File: config.mk
export PLATFORM = sky130hd
export DESIGN_NAME = mem_port_arbiter
export DESIGN_NICKNAME = d
export VERILOG_FILES = /design/src/rtl/mem_port_arbiter.sv
export SDC_FILE = /design/constraint.sdc
export NUM_CORES = 1
export LEC_CHECK = 0
export CORE_MARGIN = 1
export CORE_UTILIZATION = 50
export CTS_CLUSTER_SIZE = 16
export DETAILED_ROUTE_END_ITERATION = 8
export PLACE_DENSITY = 0.9
export SYNTH_ARGS = -nofsm -noshare
export SYNTH_HDL_FRONTEND = slang
export SYNTH_SLANG_ARGS = --single-unit
export TNS_END_PERCENT = 50
File: constraint.sdc
create_clock -name clk -period 3.6 [get_ports clk]
set_input_delay 0.54 -clock clk [delete_from_list [all_inputs] [get_ports clk]]
set_output_delay 0.54 -clock clk [all_outputs]
set_load 0.1 [all_outputs]
File: src/rtl/mem_port_arbiter.sv
// mem_port_arbiter
// Shares one byte-wide memory port between the CPU MEM stage and an external
// loader/debug requester. Each 32-bit word access becomes four big-endian byte
// beats (MSB at the base address). Arbitration is round-robin and non-preemptive.
//
// Handshake: a requester raises *_req with *_we/*_addr/*_wdata stable and holds
// it until it samples *_done=1 on a rising edge, then drops req at that same
// edge. *_done is a single-cycle pulse; a req still high in the IDLE cycle after
// DONE starts a new transaction. Inputs are latched at grant, so changes made
// during a transaction have no effect on it.
`timescale 1ns/1ps
module mem_port_arbiter #(
  parameter int ADDR_W = 7,
  parameter int BYTES  = 4
) (
  input  logic              clk,
  input  logic              reset,
  input  logic              cpu_req,
  input  logic              cpu_we,
  input  logic [ADDR_W-1:0] cpu_addr,
  input  logic [31:0]       cpu_wdata,
  output logic [31:0]       cpu_rdata,
  output logic              cpu_done,
  output logic              cpu_stall,
  input  logic              ext_req,
  input  logic              ext_we,
  input  logic [ADDR_W-1:0] ext_addr,
  input  logic [31:0]       ext_wdata,
  output logic [31:0]       ext_rdata,
  output logic              ext_done,
  output logic [ADDR_W-1:0] mem_addr,
  output logic              mem_we,
  output logic              mem_re,
  output logic [7:0]        mem_wdata,
  input  logic [7:0]        mem_rdata,
  output logic [1:0]        dbg_state
);

  typedef enum logic [1:0] {
    IDLE  = 2'd0,
    XFER  = 2'd1,
    RTAIL = 2'd2,
    DONE  = 2'd3
  } state_t;

  localparam logic [1:0] LAST_BEAT = 2'(BYTES - 1);

  state_t              state_q, state_d;
  logic                start;        // grant happens this cycle
  logic                grant_ext;    // granted requester is ext
  logic                owner_q;      // 1 = ext owns the current transaction
  logic                last_ext_q;   // 1 = ext was served last (reset: CPU wins next)
  logic                we_q;
  logic [ADDR_W-1:0]   addr_q;
  logic [31:0]         wdata_q;
  logic [1:0]          beat_q;
  logic                rd_pend_q;    // a read byte arrives on mem_rdata this cycle
  logic [23:0]         rbuf_q;       // first three read bytes, MSB first
  logic [31:0]         cpu_rdata_q;
  logic [31:0]         ext_rdata_q;
  logic                xfer;

  // Next-state and grant decision.
  always_comb begin
    state_d   = state_q;
    start     = 1'b0;
    grant_ext = 1'b0;
    case (state_q)
      IDLE: begin
        if (cpu_req || ext_req) begin
          start     = 1'b1;
          // When both ask, serve whoever was not served last.
          grant_ext = ext_req & (~cpu_req | ~last_ext_q);
          state_d   = XFER;
        end
      end
      XFER: begin
        if (beat_q == LAST_BEAT) begin
          state_d = we_q ? DONE : RTAIL;
        end
      end
      RTAIL:   state_d = DONE;
      DONE:    state_d = IDLE;
      default: state_d = IDLE;
    endcase
  end

  // State register plus the transaction latched at grant.
  always_ff @(posedge clk) begin
    if (reset) begin
      state_q    <= IDLE;
      owner_q    <= 1'b0;
      last_ext_q <= 1'b1;
      we_q       <= 1'b0;
      addr_q     <= '0;
      wdata_q    <= '0;
      beat_q     <= '0;
    end else begin
      state_q <= state_d;
      if (start) begin
        owner_q <= grant_ext;
        we_q    <= grant_ext ? ext_we    : cpu_we;
        addr_q  <= grant_ext ? ext_addr  : cpu_addr;
        wdata_q <= grant_ext ? ext_wdata : cpu_wdata;
        beat_q  <= '0;
      end else if (state_q == XFER) begin
        beat_q <= beat_q + 2'd1;
      end
      if (state_q == DONE) begin
        last_ext_q <= owner_q;
      end
    end
  end

  // Read assembly: each byte is captured one cycle after its strobe; the last
  // byte lands in RTAIL and the owner's word register is loaded on that edge so
  // it is valid together with the done pulse.
  always_ff @(posedge clk) begin
    if (reset) begin
      rd_pend_q   <= 1'b0;
      rbuf_q      <= '0;
      cpu_rdata_q <= '0;
      ext_rdata_q <= '0;
    end else begin
      rd_pend_q <= mem_re;
      if (rd_pend_q) begin
        rbuf_q <= {rbuf_q[15:0], mem_rdata};
      end
      if (state_q == RTAIL) begin
        if (owner_q) ext_rdata_q <= {rbuf_q, mem_rdata};
        else         cpu_rdata_q <= {rbuf_q, mem_rdata};
      end
    end
  end

  // Byte-lane select for the current write beat, MSB first.
  always_comb begin
    mem_wdata = 8'h00;
    if (xfer) begin
      case (beat_q)
        2'd0:    mem_wdata = wdata_q[31:24];
        2'd1:    mem_wdata = wdata_q[23:16];
        2'd2:    mem_wdata = wdata_q[15:8];
        default: mem_wdata = wdata_q[7:0];
      endcase
    end
  end

  assign xfer      = (state_q == XFER);
  assign mem_addr  = xfer ? (addr_q + ADDR_W'(beat_q)) : '0;
  assign mem_we    = xfer &  we_q;
  assign mem_re    = xfer & ~we_q;
  assign cpu_done  = (state_q == DONE) & ~owner_q;
  assign ext_done  = (state_q == DONE) &  owner_q;
  assign cpu_stall = cpu_req & ~cpu_done;
  assign cpu_rdata = cpu_rdata_q;
  assign ext_rdata = ext_rdata_q;
  assign dbg_state = state_q;

endmodule

==> impl_metrics.yaml <==
# generated from flow reports
status:
  outcome: "finished clean"
place:
  placement.setup.worst_slack_ns: 1.205
worst_setup_path:
  cp.buffers_inverters: 2
  path_class: "reg2out"
  crit_start: "beat_q[0]"
  worstReg2RegEnd: "cpu_rdata[12]"
yosys:
  synth.area.top_cells: "sky130_fd_sc_hd__dfxtp_1 49%, sky130_fd_sc_hd__nand2_1 12%, sky130_fd_sc_hd__mux2i_1 12%"
  numSynthFlops: 135
  synthDistinctLibCells: 30
routing:
  drt_pass1_iterations: 6
  vias: 5037
  drt-vias-per-instance: 5.353
cells_and_area:
  num-nets-final: 896
global_route:
  grt_start_max_net_pins: 85
floorplanning:
  io_pins: 178
  fp.coreArea_mm2: 0.01051
timing:
  timing.final.crit_share_pct: 81.84
  min_clock_period_post_route_ns: 2.946
  finalHoldViolations: 0
flow_run:
  drv.max_cap_violation_count: 0
power:
  cell_internal_pwr_mw: 3.309
  static-leakage-power_nw: 2.816
worst_hold_path:
  min_from: "reset"
==> cell type report <==
| cell class | instances | area [um2] |
|---|---|---|
| Clock buffer | 20 | 455.4 |
| Clock inverter | 11 | 146.4 |
| Fill cell | 730 | 2711 |
| Inverter | 7 | 26.28 |
| Multi-Input combinational cell | 451 | 2550 |
| Sequential cell | 135 | 2703 |
| Tap cell | 136 | 170.2 |
| Timing Repair Buffer | 181 | 1747 |
==> metal layers <==
metal  global-route usage [%]  share of wire [%]  vias to the layer above
met5                        0                  0                        -
met4                    10.86                2.2                        0
met3                    5.106                6.7                       29
met2                    46.41                 52                      232
met1                    28.04                 39                     2346
li1                         -                  -                     2430
clock_map.png
Drawn at 6 px/um.
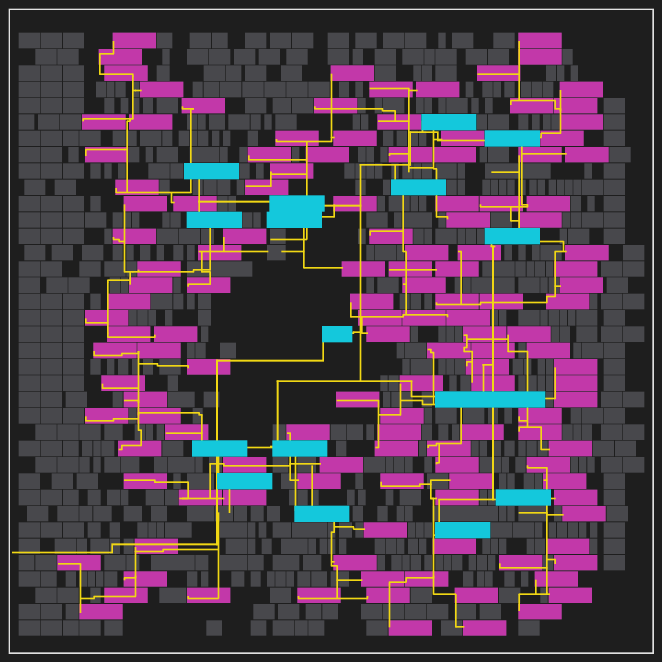
- yellow: clock wires (length 1420 um)
- magenta: flip-flops (count 135)
- cyan: cells driving clock nets (count 17)
- flops lie: widely spread

final_clocks.png
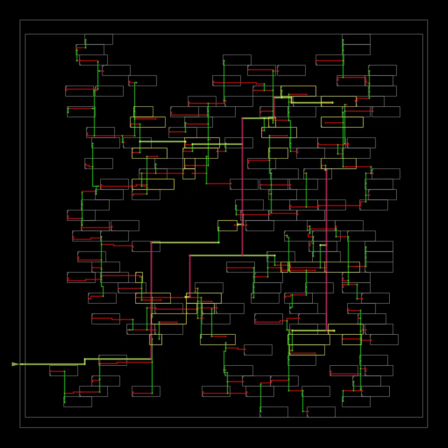
FFs & Latches: 135
Setup Skew: 0.007611 ns

cell_classes.png
Drawn at 3 px/um. Fill, decap, tap and diode cells in grey.
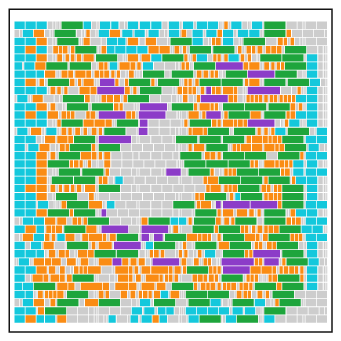
- green: flops (cells 135)
- orange: all other logic (cells 458)
- cyan: other buffers and delay cells (cells 181)
- purple: clock drivers and dummy loads (cells 31)

zoom.png
Region (41, 41) to (66, 66) um. Cells in grey, sequential cells in the stronger grey; small squares are vias.
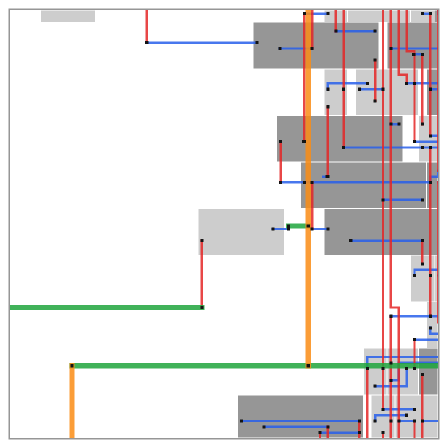
- green: met3
- orange: met4
- blue: met1
- red: met2
- sequential cells in the window: 5
- netlist names of flops here include: rbuf_q (5)
- most frequent: dfxtp_1 (5), nor2_1 (3)
- cells with their middle in the window: 14

density.png
Drawn at 2 px/um. 11 x 11 tiles, from black (low) to pale yellow (high), 0 to 100% covered.
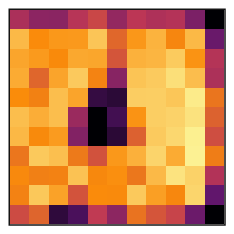
- tiles over 75% full: 48%
- mean over tiles: 67%
- emptiest ninth of the die: centre
- densest ninth of the die: east
- nearly empty tiles: 3.3%

No activity file was given, so power comes from the tool's default toggle rates.
